**src/rtl/eth_rx_arb_pkg.sv**
```systemverilog
// Shared types and widths for the Ethernet RX stream arbiter.
package eth_rx_arb_pkg;

  localparam int unsigned DATA_W = 512;
  localparam int unsigned KEEP_W = 64;
  localparam int unsigned CNT_W  = 32;

  typedef enum logic {
    IDLE = 1'b0,
    BUSY = 1'b1
  } arb_state_e;

endpackage

```
**src/rtl/eth_rx_stream_arbiter_if.sv**
```systemverilog
// Stream bundle between the per-port RX FIFOs, the arbiter and the merged consumer.
interface eth_rx_stream_arbiter_if
  import eth_rx_arb_pkg::*;
#(
  parameter int unsigned NUM_PORTS = 2,
  parameter int unsigned PORT_W    = $clog2(NUM_PORTS)
);

  logic [NUM_PORTS-1:0]        s_tvalid;
  logic [NUM_PORTS-1:0]        s_tready;
  logic [NUM_PORTS*DATA_W-1:0] s_tdata;
  logic [NUM_PORTS*KEEP_W-1:0] s_tkeep;
  logic [NUM_PORTS-1:0]        s_tlast;

  logic                        m_tvalid;
  logic                        m_tready;
  logic [DATA_W-1:0]           m_tdata;
  logic [KEEP_W-1:0]           m_tkeep;
  logic                        m_tlast;
  logic [PORT_W-1:0]           m_tid;

  // Environment side: feeds the input streams and drains the merged stream.
  modport master (
    output s_tvalid, s_tdata, s_tkeep, s_tlast, m_tready,
    input  s_tready, m_tvalid, m_tdata, m_tkeep, m_tlast, m_tid
  );

  // Arbiter side.
  modport slave (
    input  s_tvalid, s_tdata, s_tkeep, s_tlast, m_tready,
    output s_tready, m_tvalid, m_tdata, m_tkeep, m_tlast, m_tid
  );

endinterface

```
**src/rtl/eth_rx_rr_pick.sv**
```systemverilog
// Combinational round-robin picker: first set request bit after 'last', wrapping.
module eth_rx_rr_pick #(
  parameter int unsigned NUM_PORTS = 2,
  parameter int unsigned PORT_W    = $clog2(NUM_PORTS)
) (
  input  logic [NUM_PORTS-1:0] req,
  input  logic [PORT_W-1:0]    last,
  output logic                 found,
  output logic [PORT_W-1:0]    idx
);

  int unsigned p;

  // Scan last+1 .. last+NUM_PORTS so the previous winner is checked last.
  always_comb begin
    found = 1'b0;
    idx   = '0;
    p     = 0;
    for (int unsigned k = 1; k <= NUM_PORTS; k++) begin
      p = (32'(last) + k) % NUM_PORTS;
      if (!found && req[p]) begin
        found = 1'b1;
        idx   = PORT_W'(p);
      end
    end
  end

endmodule

```
**src/rtl/eth_rx_stream_arbiter.sv**
```systemverilog
// Frame-granular round-robin merge of per-port 512-bit RX streams onto one output.
module eth_rx_stream_arbiter
  import eth_rx_arb_pkg::*;
#(
  parameter int unsigned NUM_PORTS = 2,
  parameter int unsigned PORT_W    = $clog2(NUM_PORTS)
) (
  input  logic                       clk,
  input  logic                       rst,
  eth_rx_stream_arbiter_if.slave     bus,
  input  logic [NUM_PORTS-1:0]       port_en,
  output logic [NUM_PORTS*CNT_W-1:0] dbg_frames
);

  arb_state_e           state;
  logic [PORT_W-1:0]    gnt;
  logic [PORT_W-1:0]    last;
  logic [NUM_PORTS-1:0] req;
  logic [NUM_PORTS-1:0] ready;
  logic                 pick_found;
  logic [PORT_W-1:0]    pick_idx;
  logic                 can_load;
  logic                 accept;
  logic                 last_acc;
  logic                 arb_event;

  logic                 out_valid;
  logic [DATA_W-1:0]    out_data;
  logic [KEEP_W-1:0]    out_keep;
  logic                 out_last;
  logic [PORT_W-1:0]    out_tid;

  assign req       = bus.s_tvalid & port_en;
  assign can_load  = !out_valid || bus.m_tready;
  assign accept    = (state == BUSY) && can_load && bus.s_tvalid[gnt];
  assign last_acc  = accept && bus.s_tlast[gnt];
  // Re-arbitrating in the tlast cycle is what makes back-to-back frames bubble-free.
  assign arb_event = (state == IDLE) || last_acc;

  eth_rx_rr_pick #(
    .NUM_PORTS (NUM_PORTS),
    .PORT_W    (PORT_W)
  ) u_pick (
    .req   (req),
    .last  (last),
    .found (pick_found),
    .idx   (pick_idx)
  );

  // Only the granted port sees ready, and only when the output register can take a beat.
  always_comb begin
    ready = '0;
    if (state == BUSY && can_load) begin
      ready[gnt] = 1'b1;
    end
  end

  // Grant FSM plus the registered output beat.
  always_ff @(posedge clk) begin
    if (rst) begin
      state     <= IDLE;
      gnt       <= '0;
      last      <= PORT_W'(NUM_PORTS - 1);
      out_valid <= 1'b0;
      out_data  <= '0;
      out_keep  <= '0;
      out_last  <= 1'b0;
      out_tid   <= '0;
    end else begin
      if (arb_event) begin
        if (pick_found) begin
          state <= BUSY;
          gnt   <= pick_idx;
          last  <= pick_idx;
        end else begin
          state <= IDLE;
        end
      end

      if (accept) begin
        out_valid <= 1'b1;
        out_data  <= bus.s_tdata[32'(gnt) * DATA_W +: DATA_W];
        out_keep  <= bus.s_tkeep[32'(gnt) * KEEP_W +: KEEP_W];
        out_last  <= bus.s_tlast[gnt];
        out_tid   <= gnt;
      end else if (bus.m_tready) begin
        out_valid <= 1'b0;
      end
    end
  end

  for (genvar i = 0; i < NUM_PORTS; i++) begin : g_cnt
    logic [CNT_W-1:0] cnt;

    // Count frames whose tlast beat has been taken from this port; wraps naturally.
    always_ff @(posedge clk) begin
      if (rst) begin
        cnt <= '0;
      end else if (last_acc && (gnt == PORT_W'(i))) begin
        cnt <= cnt + CNT_W'(1);
      end
    end

    assign dbg_frames[i*CNT_W +: CNT_W] = cnt;
  end

  assign bus.s_tready = ready;
  assign bus.m_tvalid = out_valid;
  assign bus.m_tdata  = out_data;
  assign bus.m_tkeep  = out_keep;
  assign bus.m_tlast  = out_last;
  assign bus.m_tid    = out_tid;

endmodule

```
**src/flat_wrapper.sv**
```systemverilog
// flat-port wrapper written by rule: the top's interface ports become plain ports
module eth_rx_stream_arbiter_flat import eth_rx_arb_pkg::*;
#(
  parameter int unsigned NUM_PORTS = 2,
  parameter int unsigned PORT_W    = $clog2(NUM_PORTS)
)
  (clk, rst, port_en, dbg_frames, bus_s_tvalid, bus_s_tdata, bus_s_tkeep, bus_s_tlast, bus_m_tready, bus_s_tready, bus_m_tvalid, bus_m_tdata, bus_m_tkeep, bus_m_tlast, bus_m_tid);
  eth_rx_stream_arbiter_if #(.NUM_PORTS(NUM_PORTS), .PORT_W(PORT_W)) bus_i ();
  input  logic clk;
  input  logic rst;
  input  logic [NUM_PORTS-1:0] port_en;
  output logic [NUM_PORTS*CNT_W-1:0] dbg_frames;
  input wire logic [$bits(bus_i.s_tvalid)-1:0] bus_s_tvalid;
  input wire logic [$bits(bus_i.s_tdata)-1:0] bus_s_tdata;
  input wire logic [$bits(bus_i.s_tkeep)-1:0] bus_s_tkeep;
  input wire logic [$bits(bus_i.s_tlast)-1:0] bus_s_tlast;
  input wire logic [$bits(bus_i.m_tready)-1:0] bus_m_tready;
  output wire logic [$bits(bus_i.s_tready)-1:0] bus_s_tready;
  output wire logic [$bits(bus_i.m_tvalid)-1:0] bus_m_tvalid;
  output wire logic [$bits(bus_i.m_tdata)-1:0] bus_m_tdata;
  output wire logic [$bits(bus_i.m_tkeep)-1:0] bus_m_tkeep;
  output wire logic [$bits(bus_i.m_tlast)-1:0] bus_m_tlast;
  output wire logic [$bits(bus_i.m_tid)-1:0] bus_m_tid;
  assign bus_i.s_tvalid = bus_s_tvalid;
  assign bus_i.s_tdata = bus_s_tdata;
  assign bus_i.s_tkeep = bus_s_tkeep;
  assign bus_i.s_tlast = bus_s_tlast;
  assign bus_i.m_tready = bus_m_tready;
  assign bus_s_tready = bus_i.s_tready;
  assign bus_m_tvalid = bus_i.m_tvalid;
  assign bus_m_tdata = bus_i.m_tdata;
  assign bus_m_tkeep = bus_i.m_tkeep;
  assign bus_m_tlast = bus_i.m_tlast;
  assign bus_m_tid = bus_i.m_tid;
  eth_rx_stream_arbiter #(.NUM_PORTS(NUM_PORTS), .PORT_W(PORT_W)) u_core (.clk(clk), .rst(rst), .bus(bus_i), .port_en(port_en), .dbg_frames(dbg_frames));
endmodule
```
**config.mk**
```make
export PLATFORM = sky130hd
export DESIGN_NAME = eth_rx_stream_arbiter_flat
export DESIGN_NICKNAME = d
export VERILOG_FILES = /design/src/rtl/eth_rx_arb_pkg.sv /design/src/rtl/eth_rx_stream_arbiter_if.sv /design/src/rtl/eth_rx_rr_pick.sv /design/src/rtl/eth_rx_stream_arbiter.sv /design/src/flat_wrapper.sv
export SDC_FILE = /design/constraint.sdc
export NUM_CORES = 1
export LEC_CHECK = 0
export CAP_MARGIN = 0
export CORE_AREA = 2 2 711 713
export CTS_CLUSTER_SIZE = 12
export DETAILED_ROUTE_END_ITERATION = 12
export DIE_AREA = 0 0 713 715
export PLACE_DENSITY = 0.3
export SETUP_SLACK_MARGIN = 0.2
export SYNTH_ARGS = -nofsm -noshare
export SYNTH_HDL_FRONTEND = slang
export SYNTH_SLANG_ARGS = --single-unit
```
**constraint.sdc**
```tcl
create_clock -name clk -period 2.31 [get_ports clk]
set_clock_uncertainty 0.05 [all_clocks]
set_input_delay 0.462 -clock clk [delete_from_list [all_inputs] [get_ports clk]]
set_output_delay 0.462 -clock clk [all_outputs]
set_load 0.005 [all_outputs]
```
==> flow_summary.html <==
<!-- implementation run metrics -->
<table>
<tr><th>Metric</th><th>Value</th></tr>
<tr><th colspan="2">Power and ir drop</th></tr>
<tr><td>Power Dens Cells</td><td>606 mW/mm²</td></tr>
<tr><td>Clock network fraction of total power</td><td>0.427</td></tr>
<tr><td>Worst IR Drop VDD</td><td>0.552 mV</td></tr>
<tr><td>Portion of total power attributed to combinational logic</td><td>0.248</td></tr>
<tr><td>Switching power summed over all nets</td><td>11.9 mW</td></tr>
<tr><td>Power of the combinational group</td><td>9.43 mW</td></tr>
<tr><td>Power in the clock group</td><td>16.3 mW</td></tr>
<tr><th colspan="2">Drt</th></tr>
<tr><td>Total length of routed met2 wires</td><td>170000 µm</td></tr>
<tr><td>Remaining DRCs</td><td>0</td></tr>
<tr><td>Highest metal layer with signal wires</td><td>met5</td></tr>
<tr><td>Final WL</td><td>382000 µm</td></tr>
<tr><td>Met1 layer wirelength in the final routing</td><td>154000 µm</td></tr>
<tr><td>Number of antenna-violating nets in the routed design</td><td>0</td></tr>
<tr><td>Via total after detailed routing</td><td>33700</td></tr>
<tr><td>Initial DRC Count</td><td>1864</td></tr>
<tr><th colspan="2">STA</th></tr>
<tr><td>Fin crit share</td><td>0.982</td></tr>
<tr><td>Setup TNS Final</td><td>0 ns</td></tr>
<tr><td>Final-report setup violation count</td><td>0</td></tr>
<tr><td>Final Worst Setup Slack</td><td>0.0410 ns</td></tr>
<tr><td>Worst slew pin tran</td><td>0.761 ns</td></tr>
<tr><td>Max-slew violation count</td><td>0</td></tr>
<tr><td>Fmax</td><td>0.441 GHz</td></tr>
<tr><td>Hold Vio Cnt, Final</td><td>0</td></tr>
<tr><th colspan="2">CTS</th></tr>
<tr><td>H-tree Lvls</td><td>3</td></tr>
<tr><td>Clock transition at the registers of the reported paths</td><td>0.05 ns</td></tr>
<tr><td>Clock net sink count</td><td>646</td></tr>
<tr><td>Total clock buffers created by CTS</td><td>104</td></tr>
<tr><td>Worst-skew pair later-pin latency</td><td>0.83 ns</td></tr>
<tr><td>Count of hold buffers inserted by post-cts repair</td><td>0</td></tr>
<tr><td>Setup repair bufs after CTS</td><td>10</td></tr>
<tr><td># resized after CTS</td><td>1644</td></tr>
<tr><td>Maximum buffer depth of the clock tree</td><td>4</td></tr>
<tr><th colspan="2">Worst setup path</th></tr>
<tr><td>CP Capture Type</td><td>primary output</td></tr>
<tr><td>Data arrival time at the worst-slack endpoint</td><td>1.76 ns</td></tr>
<tr><td>Startpoint kind of the worst setup timing path</td><td>register</td></tr>
<tr><td>Cell occurring most often along the worst timing path</td><td>sky130_fd_sc_hd__buf_6</td></tr>
<tr><td>Maximum fanout along the worst path</td><td>3</td></tr>
<tr><td>Largest delay contributor family on the critical path</td><td>flip-flops</td></tr>
<tr><td>Setup CP Type</td><td>register to primary output</td></tr>
<tr><td>Crit path buffers/inverters</td><td>3</td></tr>
<tr><td>Critical path required time</td><td>1.80 ns</td></tr>
<tr><td>Cells along the critical path</td><td>buf_6 -&gt; nand2b_4 -&gt; buf_6 -&gt; and3_4 -&gt; buf_6</td></tr>
<tr><th colspan="2">Synth</th></tr>
<tr><td>Largest combinational cell category by area</td><td>multiplexers</td></tr>
<tr><td>Count of yosys warnings during synthesis</td><td>0</td></tr>
<tr><td>Dominant flop cell</td><td>sky130_fd_sc_hd__dfxtp_1</td></tr>
<tr><td>Number of nets produced by synthesis</td><td>4108</td></tr>
<tr><td>Xor+xnor area frac</td><td>0.0141</td></tr>
<tr><td>Area share, top type</td><td>0.463</td></tr>
<tr><td>Top cells by area, synth</td><td>sky130_fd_sc_hd__dfxtp_1 (46%), sky130_fd_sc_hd__mux2i_1 (21%), sky130_fd_sc_hd__a211oi_1 (16%)</td></tr>
<tr><td>Synthesized-area fraction occupied by adder cells</td><td>0.000895</td></tr>
<tr><td>Synth Cell Area</td><td>0.0280 mm²</td></tr>
<tr><td>Share of cell area taken by muxes after synthesis</td><td>0.207</td></tr>
<tr><td>Area figure in the yosys stat output</td><td>0.0280 mm²</td></tr>
<tr><td>Number of flops mapped to enable cells by yosys</td><td>0</td></tr>
<tr><td>Post-synthesis average cell area</td><td>9.49 µm²</td></tr>
<tr><td>Post-synthesis simple-gate area fraction</td><td>0.114</td></tr>
<tr><th colspan="2">Floorplan</th></tr>
<tr><td>Std-Cell Rows</td><td>261</td></tr>
<tr><td>Die Height</td><td>715 µm</td></tr>
<tr><td>Die outline area</td><td>0.510 mm²</td></tr>
<tr><td>Die X-Extent</td><td>713 µm</td></tr>
<tr><td>Starting density of the core</td><td>0.0556</td></tr>
<tr><td>Num ports</td><td>1806</td></tr>
<tr><th colspan="2">Finish</th></tr>
<tr><td>Layout filler cell count</td><td>57400</td></tr>
<tr><td>Area added between synthesis and finish</td><td>125%</td></tr>
<tr><td>Final Net Count</td><td>6101</td></tr>
<tr><td>Total area of multi-input combinational cells</td><td>0.0157 mm²</td></tr>
<tr><th colspan="2">Placement</th></tr>
<tr><td>Post-placement setup slack</td><td>-0.506 ns</td></tr>
<tr><td>Count of input and output buffers</td><td>1805</td></tr>
<tr><td>Placed Cells incl. Taps</td><td>11400</td></tr>
<tr><th colspan="2">Global route</th></tr>
<tr><td>Via count of the first global-routing pass</td><td>32200</td></tr>
<tr><td>Initial antenna violation count</td><td>354</td></tr>
<tr><td>Wire length of the first global-routing pass</td><td>442000 µm</td></tr>
<tr><th colspan="2">Flow run</th></tr>
<tr><td>Max-cap violations</td><td>0</td></tr>
<tr><th colspan="2">Status</th></tr>
<tr><td>Status</td><td>finished, final reports clean</td></tr>
</table>
## run 1: through the flow
stage	hold WS (ns)	area, µm²	power (mW)
2_1_floorplan	0.408	28000	15.0
3_3_place_gp	0.425	55800	21.5
3_5_place_dp	0.422	55800	21.5
4_1_cts	0.0839	58800	38.0
5_1_grt	0.141	62700	39.7
6_report	0.203	62800	38.1
## run 1: flip-flops by register name, summed over array words and instances (netlist names)
| signal | flops |
|---|---|
| u_core.bus.m_tdata | 512 |
| u_core.last | 1 |
| u_core.bus.m_tvalid | 1 |
| u_core.gnt | 1 |
| u_core.bus.m_tid | 1 |
| u_core.state | 1 |
| u_core.bus.m_tkeep | 64 |
| u_core.g_cnt.cnt | 64 |
| u_core.bus.m_tlast | 1 |
## run 1: final timing paths
check                                              from                      end  slack (ns)  cells after the start
worst max register to register               u_core.gnt  u_core.bus.m_tdata[284]        0.07                     10
worst min register to register  u_core.bus.m_tdata[363]  u_core.bus.m_tdata[363]        0.44                      2
worst max-delay path                u_core.bus.m_tvalid          bus_s_tready[1]        0.04                      5
worst min-delay path                                rst  u_core.bus.m_tdata[382]        0.20                      3
## run 1: Yosys cell counts, drive strengths merged, types with 17 or more instances
| library cell | count |
|---|---|
| nor2 | 634 |
| xnor2 | 24 |
| xor2 | 21 |
| nand4 | 22 |
| nand2 | 27 |
| dfxtp | 646 |
| a211oi | 578 |
| mux2i | 579 |
| nand3 | 18 |
| clkbuf | 264 |
| o21ai | 17 |
| or3 | 17 |
| a21oi | 19 |
## run 1: final cells by class
type,instances,area share
repair buffers,2163,0.350
well taps,6706,0.134
diodes,111,0.00442
clock buffers,145,0.0477
clock inverters,33,0.00571
flip-flops and latches,646,0.208
inverters,6,0.000358
multi-input cells,2017,0.251
Figure 1. Congestion heat map (run 1).
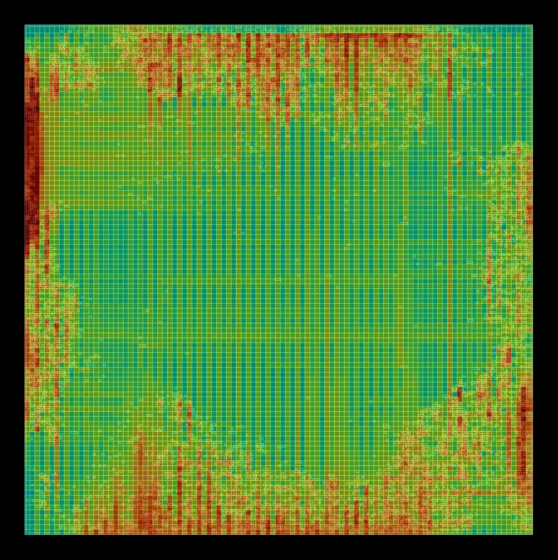
global routing met1 resource utilization: 0.167
GR Layer Usage met2: 0.222
grt met3 use: 0.0650
busiest layer in global routing: met2
DR WL/cell: 32.3 µm

Figure 2. Metal 1 (run 1).
Scale: 1 px per µm.
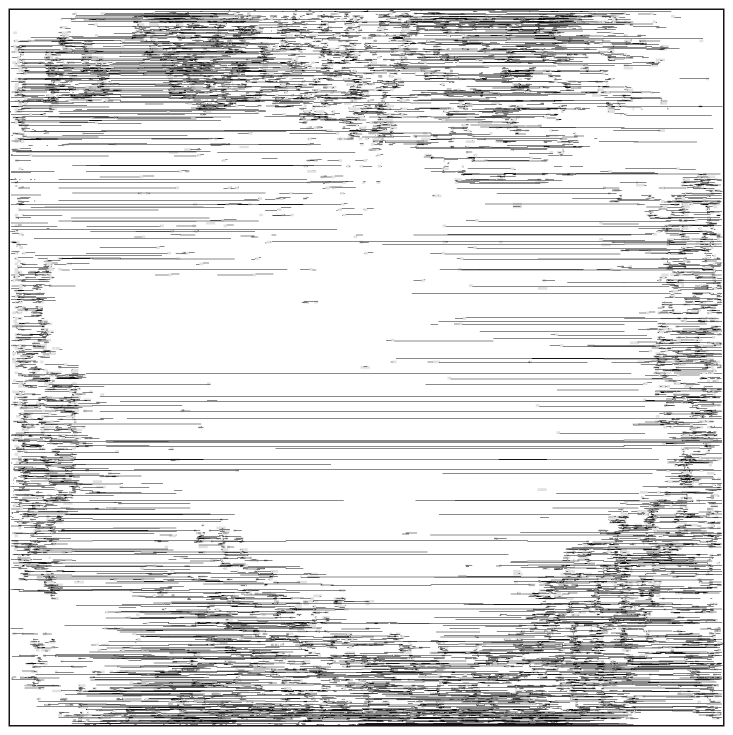
longest straight run = 616 µm
nets with wire on the layer = 5682
main direction = horizontal

Figure 3. Met4 routing (run 1).
Scale: 1 px per µm.
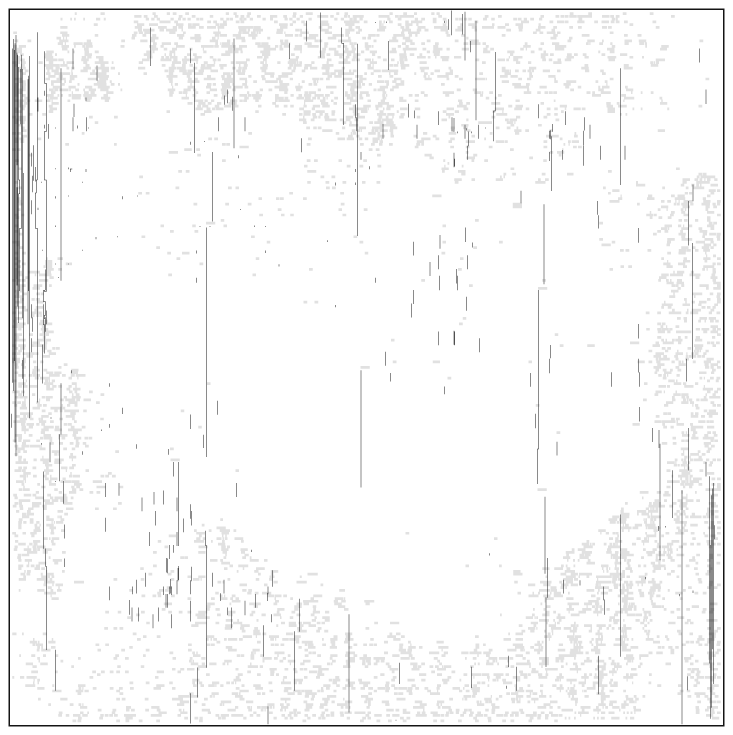
longest straight run = 421 µm
nets with wire on the layer = 255
share of all routed wire = 3.2%

Power figures rest on the tool's default switching activity, not on a simulated workload.
